`src/rtl/dmem_port_arbiter.sv`:
```
// Data-memory port-B arbiter between the core MEM stage and a loader/debug master.
// The loader wins when the core is idle, or is forced in after STARVE_MAX denied request cycles.
module dmem_port_arbiter #(
  parameter int unsigned STARVE_MAX = 4
) (
  input  logic        clk,
  input  logic        rst_n,
  input  logic        core_re,
  input  logic [3:0]  core_we,
  input  logic [31:0] core_addr,
  input  logic [31:0] core_wdata,
  output logic [31:0] core_rdata,
  output logic        core_stall,
  input  logic        ld_req,
  input  logic [3:0]  ld_we,
  input  logic [31:0] ld_addr,
  input  logic [31:0] ld_wdata,
  output logic        ld_gnt,
  output logic        ld_rvalid,
  output logic [31:0] ld_rdata,
  output logic [3:0]  bram_web,
  output logic [31:0] bram_addrb,
  output logic [31:0] bram_dib,
  input  logic [31:0] bram_dob,
  output logic [15:0] forced_cnt
);

  localparam int unsigned WCW = (STARVE_MAX > 0) ? $clog2(STARVE_MAX + 1) : 1;
  localparam int unsigned DW  = 32;
  localparam int unsigned CW  = 16;

  typedef enum logic [1:0] {
    RD_NONE   = 2'd0,
    RD_CORE   = 2'd1,
    RD_LOADER = 2'd2
  } rd_owner_e;

  rd_owner_e         rd_owner_q, rd_owner_d;
  logic [WCW-1:0]    wait_cnt_q, wait_cnt_d;
  logic [DW-1:0]     core_hold_q, core_hold_d;
  logic [CW-1:0]     forced_q, forced_d;
  logic              core_act;
  logic              starved;
  logic              ld_sel;

  // Ownership and BRAM port-B mux; nothing is issued while reset is held.
  always_comb begin
    core_act   = core_re | (core_we != 4'b0);
    starved    = (wait_cnt_q == WCW'(STARVE_MAX));
    ld_sel     = rst_n & ld_req & (~core_act | starved);
    ld_gnt     = ld_sel;
    core_stall = ld_sel & core_act;
    bram_web   = 4'b0;
    bram_addrb = core_addr;
    bram_dib   = core_wdata;
    if (ld_sel) begin
      bram_web   = ld_we;
      bram_addrb = ld_addr;
      bram_dib   = ld_wdata;
    end else if (rst_n) begin
      bram_web   = core_we;
    end
  end

  // Next-state for starvation counter, read-return owner, core hold and forced count.
  always_comb begin
    wait_cnt_d  = '0;
    rd_owner_d  = RD_NONE;
    core_hold_d = core_hold_q;
    forced_d    = forced_q;
    if (ld_req && !ld_sel && !starved) begin
      wait_cnt_d = wait_cnt_q + WCW'(1);
    end
    if (ld_sel && (ld_we == 4'b0)) begin
      rd_owner_d = RD_LOADER;
    end else if (!ld_sel && core_re) begin
      rd_owner_d = RD_CORE;
    end
    if (rd_owner_q == RD_CORE) begin
      core_hold_d = bram_dob;
    end
    if (core_stall && (forced_q != {CW{1'b1}})) begin
      forced_d = forced_q + CW'(1);
    end
  end

  always_ff @(posedge clk or negedge rst_n) begin
    if (!rst_n) begin
      wait_cnt_q  <= '0;
      rd_owner_q  <= RD_NONE;
      core_hold_q <= '0;
      forced_q    <= '0;
    end else begin
      wait_cnt_q  <= wait_cnt_d;
      rd_owner_q  <= rd_owner_d;
      core_hold_q <= core_hold_d;
      forced_q    <= forced_d;
    end
  end

  // Read return steering: the core sees its last loaded word while the loader owns the return.
  always_comb begin
    ld_rvalid  = (rd_owner_q == RD_LOADER);
    ld_rdata   = ld_rvalid ? bram_dob : '0;
    core_rdata = (rd_owner_q == RD_CORE) ? bram_dob : core_hold_q;
    forced_cnt = forced_q;
  end

endmodule

```
`config.mk`:
```
export PLATFORM = sky130hd
export DESIGN_NAME = dmem_port_arbiter
export DESIGN_NICKNAME = d
export VERILOG_FILES = /design/src/rtl/dmem_port_arbiter.sv
export SDC_FILE = /design/constraint.sdc
export NUM_CORES = 1
export LEC_CHECK = 0
export ABC_AREA = 1
export CAP_MARGIN = 30
export CELL_PAD_IN_SITES_DETAIL_PLACEMENT = 0
export CELL_PAD_IN_SITES_GLOBAL_PLACEMENT = 1
export CORE_AREA = 2 2 115 173
export CTS_CLUSTER_DIAMETER = 150
export DETAILED_ROUTE_END_ITERATION = 10
export DIE_AREA = 0 0 117 175
export GPL_ROUTABILITY_DRIVEN = 1
export PLACE_DENSITY_LB_ADDON = 0.12
export SETUP_SLACK_MARGIN = 0.2
export SYNTH_ARGS = -nofsm -noshare
export SYNTH_HDL_FRONTEND = slang
export SYNTH_SLANG_ARGS = --single-unit
```
`constraint.sdc`:
```
create_clock -name clk -period 2 [get_ports clk]
set_input_delay 0.3 -clock clk [delete_from_list [all_inputs] [get_ports clk]]
set_output_delay 0.3 -clock clk [all_outputs]
set_load 0.1 [all_outputs]
```
**Run 1: signal wires on met1**

Scale bar: 20 um. Supply wires on this layer in gray.
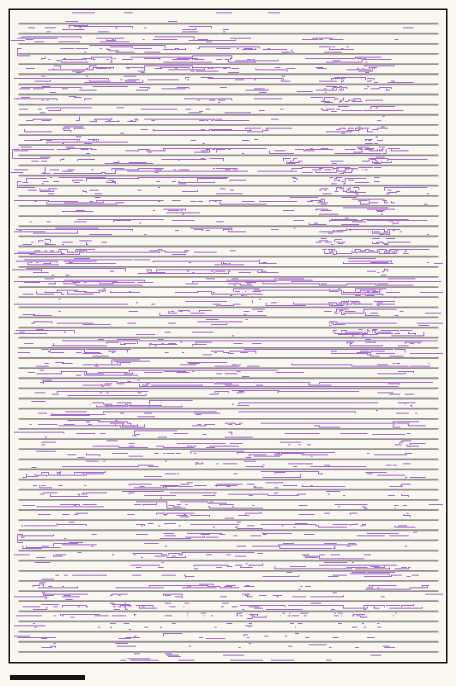
897 nets have wire on it. The wires run mostly horizontal. The layer carries 6,820 um of wire.

**Run 1: M2 wires**

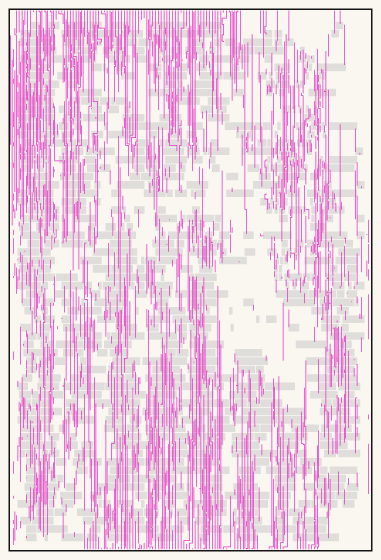
969 nets have wire on it. The wires run mostly vertical. The layer holds 59% of the routed length.

**Run 1: M3 wires**

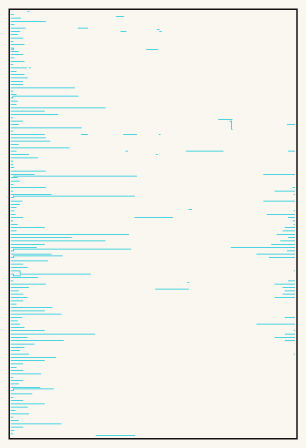
The longest straight run is 50.4 um. 174 nets have wire on it.

[run 1: worst max path at each step]
stage	start	to	slack, ns
after CTS	wait_cnt_q[0]	bram_dib[0]	-0.16
after global routing	wait_cnt_q[0]	bram_dib[30]	-0.19
after detailed placement	core_we[2]	bram_dib[18]	-0.22
after global placement	core_we[2]	bram_dib[18]	-0.18
after floorplan	rd_owner_q[0]	ld_rdata[10]	-0.08
final	wait_cnt_q[0]	bram_web[3]	-0.11
[run 1: repair_timing]
| action | CTS | global route |
|---|---|---|
| endpoints found under the setup margin | 124 | 135 |
| setup buffers | 20 | 14 |
| endpoints found under the hold margin | 0 | 0 |
| cloned | 11 | 8 |
| resized | 111 | 112 |
| pin swaps | 35 | 26 |
==> Changelog: implementation, run 1 <==
### Physical design

- Largest Register: core_hold_q
- R2r setup slk: 0.29 ns
- P_seq: 0.00144 W
- Clock buffer depth: 2
- Multiplexer share: 0
- Wire length per cell: 17.7 um
- First drt pass iteration count: 4
- Post-synthesis xor/xnor area fraction: 0.0147
- Most frequent cell after synthesis: nand2_1
- Distinct lib cells: 24
- Max-cap violation count: 0
- Vias in the first global route: 5,525
- I/O Buffers: 322
- CTS tree: yes
- Status: complete, but fails checks
- Final core occ: 0.598
- Clock net power: 0.00104 W
- Commonest cells post-synth: 292 x nand2_1, 54 x inv_1, 53 x dfrtp_1
- Crit start category: register
- Delay-heaviest family, CP: buffers and inverters
- Final WS setup: -0.112 ns
- Top FF cell, synth: dfrtp_1
- CTS sink count: 53
- Violated checks: negative setup slack
- Largest area contributor in the netlist: dfrtp_1
- Clk network pwr share: 0.158
- FF-to-FF End: wait_cnt_q[0]
- Async SR Flop Fraction: 1.00
- Logic inverters: 59
- Nonclk buf count: 393
- Final net count: 1,123
- Top achievable clock speed: 474 MHz
- Switching pwr: 0.00327 W
- Gr usage total: 0.200
- VDD IR max: 0.410 mV
- H-tree depth: 2
- GP Congestion: 0.856
- Final Setup Violations: 69
- Largest net degree at the start of global routing: 54
- Vias: 5,128
- DR WL met3: 1540 um
## Run 2: what changed since run 1
--- a/config.mk
+++ b/config.mk
@@ -6,7 +6,6 @@
 export NUM_CORES = 1
 export LEC_CHECK = 0
 export ABC_AREA = 1
-export CAP_MARGIN = 30
 export CELL_PAD_IN_SITES_DETAIL_PLACEMENT = 0
 export CELL_PAD_IN_SITES_GLOBAL_PLACEMENT = 1
 export CORE_AREA = 2 2 115 173
==> run 2 against run 1 <==
Against the previous run:
- critical path depth unchanged
- clock-buffer cell count did not move
- global-route usage unchanged
- clock power about the same
- final area is the same
- utilization stayed put
- clock skew unchanged
- synthesized cell count unchanged
- the flow still finishes with violations (negative setup slack)
- hold slack stayed put
- final cell count unchanged
==> Changelog: implementation, run 2 <==
### Physical design

- Sequential cell area share: 0.119
- Distinct lib cells: 24 (unchanged)
- CP Capture Point: bram_web[3]
- Logic inverters: 59 (unchanged)
- Multiplexer share: 0 (unchanged)
- P_seq: 0.00144 W (about the same)
- Final WS setup: -0.112 ns (unchanged)
- Placed cells: 1,144
- Clock net power: 0.00104 W (about the same)
- Max-area cell class: buffers
- Violated checks: negative setup slack
- Commonest cells post-synth: 292 x nand2_1, 54 x inv_1, 53 x dfrtp_1
- Crit start category: register
- Clock skew: 0.00774 ns
- CTS sink count: 53 (unchanged)
- Final core occ: 0.598 (unchanged)
- Post-synthesis xor/xnor area fraction: 0.0147 (unchanged)
- Vias in the first global route: 5,525 (unchanged)
- R2r setup slk: 0.29 ns (about the same)
- Delay-heaviest family, CP: buffers and inverters
- Most frequent cell after synthesis: nand2_1
- I/O Buffers: 322 (unchanged)
- Largest net degree at the start of global routing: 54 (unchanged)
- Status: complete, but fails checks
- Postcts setup bufs: 20 (unchanged)
- Largest area contributor in the netlist: dfrtp_1
- DR WL met3: 1540 um (unchanged)
- Switching pwr: 0.00327 W (unchanged)
- Max-cap violation count: 0 (unchanged)
- Gr usage total: 0.200 (unchanged)
- Largest Register: core_hold_q
- Final Setup Violations: 69 (unchanged)
- Wire length per cell: 17.7 um (unchanged)
- Top FF cell, synth: dfrtp_1
- H-tree depth: 2 (unchanged)
- Post-CTS sizing: 111 (unchanged)
- CTS tree: yes
- Vias: 5,128 (unchanged)
- Nonclk buf count: 393 (unchanged)
- GP Congestion: 0.856 (unchanged)
- VDD IR max: 0.410 mV (unchanged)
- Clk network pwr share: 0.158 (about the same)
- Top achievable clock speed: 474 MHz (unchanged)
- Yosys adder share: 0.0105
- Final net count: 1,123 (unchanged)
- Layout cell share with drive strength beyond 1: 0.575
- FF-to-FF End: wait_cnt_q[0]
- Clock buffer depth: 2 (unchanged)
-- run 2: cell counts after synthesis --
No cell type changed its count.
-- run 2: worst min-delay path by stage --
stage	endpoint	cells past startpoint	startpoint	slack [ns]
after floorplan	core_hold_q[0]	0	rst_n	0.004
after global placement	wait_cnt_q[0]	1	wait_cnt_q[0]	0.44
after detailed placement	wait_cnt_q[0]	1	wait_cnt_q[0]	0.48
after CTS	core_hold_q[30]	2	rst_n	0.30
after global routing	core_hold_q[20]	2	rst_n	0.38
final	core_hold_q[20]	2	rst_n	0.31
-- run 2: per-layer routing --
metal	vias up	global-route usage
met5	-	0
met2	189	0.392
met1	2430	0.198
met4	0	0.0549
met3	19	0.0562
li1	2490	-
**Run 2: M2 wires**

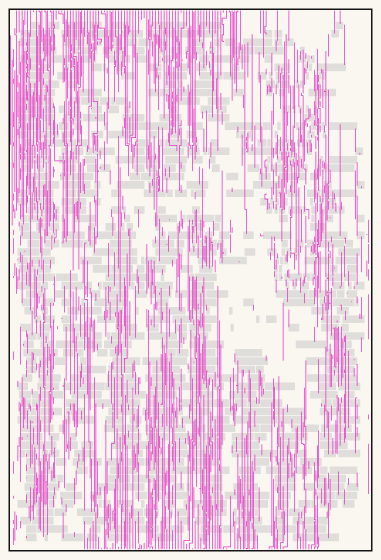
The layer holds 59% of the routed length. 969 nets have wire on it.

## Run 3: what changed since run 2
--- a/config.mk
+++ b/config.mk
@@ -8,10 +8,10 @@
 export ABC_AREA = 1
 export CELL_PAD_IN_SITES_DETAIL_PLACEMENT = 0
 export CELL_PAD_IN_SITES_GLOBAL_PLACEMENT = 1
-export CORE_AREA = 2 2 115 173
+export CORE_AREA = 2 2 107 187
 export CTS_CLUSTER_DIAMETER = 150
 export DETAILED_ROUTE_END_ITERATION = 10
-export DIE_AREA = 0 0 117 175
+export DIE_AREA = 0 0 109 189
 export GPL_ROUTABILITY_DRIVEN = 1
 export PLACE_DENSITY_LB_ADDON = 0.12
 export SETUP_SLACK_MARGIN = 0.2
==> run 3 against run 2 <==
Against the previous run:
- the run still ends with negative setup slack left
- non-clock buffer count fell by 6
- critical path depth rose by 1
- sequential share of layout area fell by 0.13 points
- routed wire length rose by 8.1%
- critical endpoint is now bram_addrb[19]
- largest cell class unchanged
- global-route usage rose by 1.5 points
==> Changelog: implementation, run 3 <==
### Physical design

- Clock net power: 0.000938 W (-10%)
- ClkCell Share: 0.0135
- Cells on Worst Hold Path: 4
- I/O Buffers: 322 (unchanged)
- Final net count: 1,117 (-0.53%)
- FF-to-FF End: forced_cnt[9]
- Clk network pwr share: 0.145 (-0.013)
- Largest net degree at the start of global routing: 54 (unchanged)
- Delay-heaviest family, CP: buffers and inverters
- Layout cell share with drive strength beyond 1: 0.557 (-0.0186)
- Distinct lib cells: 24 (unchanged)
- Vias: 5,146 (+0.35%)
- Num CTS Buffers: 5
- Clock buffer depth: 2 (unchanged)
- Final core occ: 0.604 (+0.00576)
- CTS sink count: 53 (unchanged)
- CTS tree: yes
- Max-area cell class: buffers
- Most frequent cell after synthesis: nand2_1
- Hold Path End: rd_owner_q[0]
- Vias in the first global route: 5,665 (+2.5%)
- GR Layer Usage met1: 0.222 (+0.0240)
- P_seq: 0.00143 W (about the same)
- Switching pwr: 0.00327 W (+0.23%)
- Violated checks: negative setup slack
- CP Capture Point: bram_addrb[19]
- VDD IR max: 0.609 mV (+49%)
- Largest Register: core_hold_q
- Top FF cell, synth: dfrtp_1
- H-tree depth: 2 (unchanged)
- GRT busiest layer: met2
- Top achievable clock speed: 467 MHz (-1.4%)
- Placed cells: 1,126 (-1.6%)
- Post-synth regs: 53
- Crit start category: register
- First drt pass iteration count: 4
- DR WL met3: 1730 um (+13%)
- Hold Startpoint: core_re
- Insertion Delay late pin: 0.30 ns
- Status: complete, but fails checks
- R2r setup slk: 0.36 ns (+0.07 ns)
- Gr usage total: 0.215 (+0.0154)
- Yosys chip area: 3570 um2
- M2 GR Usage: 0.408 (+0.0164)
- Nonclk buf count: 387 (-1.5%)
- Final WS setup: -0.141 ns (-0.0293 ns)
- Final Setup Violations: 69 (unchanged)
- Commonest cells post-synth: 292 x nand2_1, 54 x inv_1, 53 x dfrtp_1
-- run 3: cell counts after synthesis --
No cell type changed its count.
-- run 3: cells by family after synthesis --
family	after synthesis	share of synthesized area
simple gates	383	0.431
buf+inv	85	0.103
flops	53	0.371
compound gates	44	0.0690
xor+xnor	6	0.0147
fa+ha+maj	3	0.0105
-- run 3: repair_timing --
item / CTS / global route
hold buffers: 0 / 0
pin swaps: 13 / 19
setup endpoints to repair: 114 / 148
gates cloned: 17 / 13
resized: 125 / 115
setup buffers: 13 / 7
-- run 3: worst min-delay path: stages --
cell	delay, ns
dlymetal6s2s_1	0.13
inv_2	0.09
buf_4	0.11
nor2_1	0.03
**Run 3: signal wires on met1**

Scale bar: 20 um. Supply wires on this layer in gray.
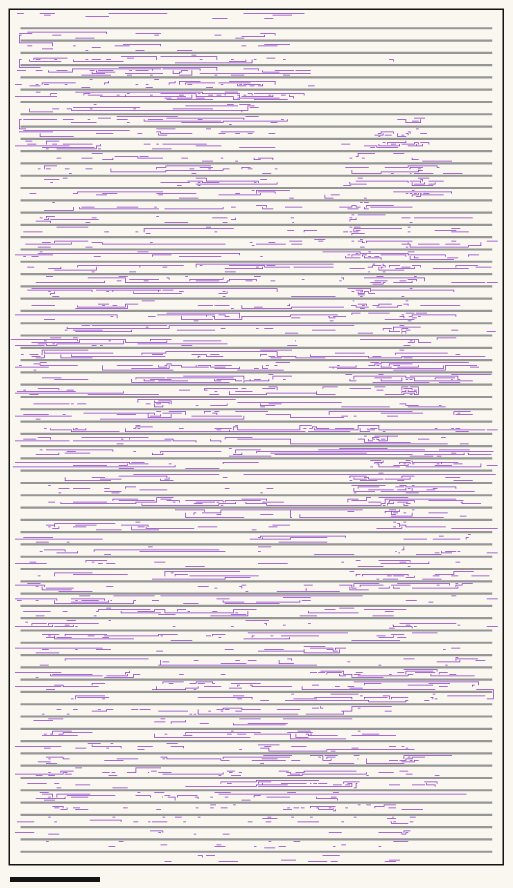
904 nets have wire on it. The layer holds 33% of the routed length. The longest straight run is 55.7 um. The layer carries 7,540 um of wire. The wires run mostly horizontal.

Power is estimated from default activity; no workload was simulated.
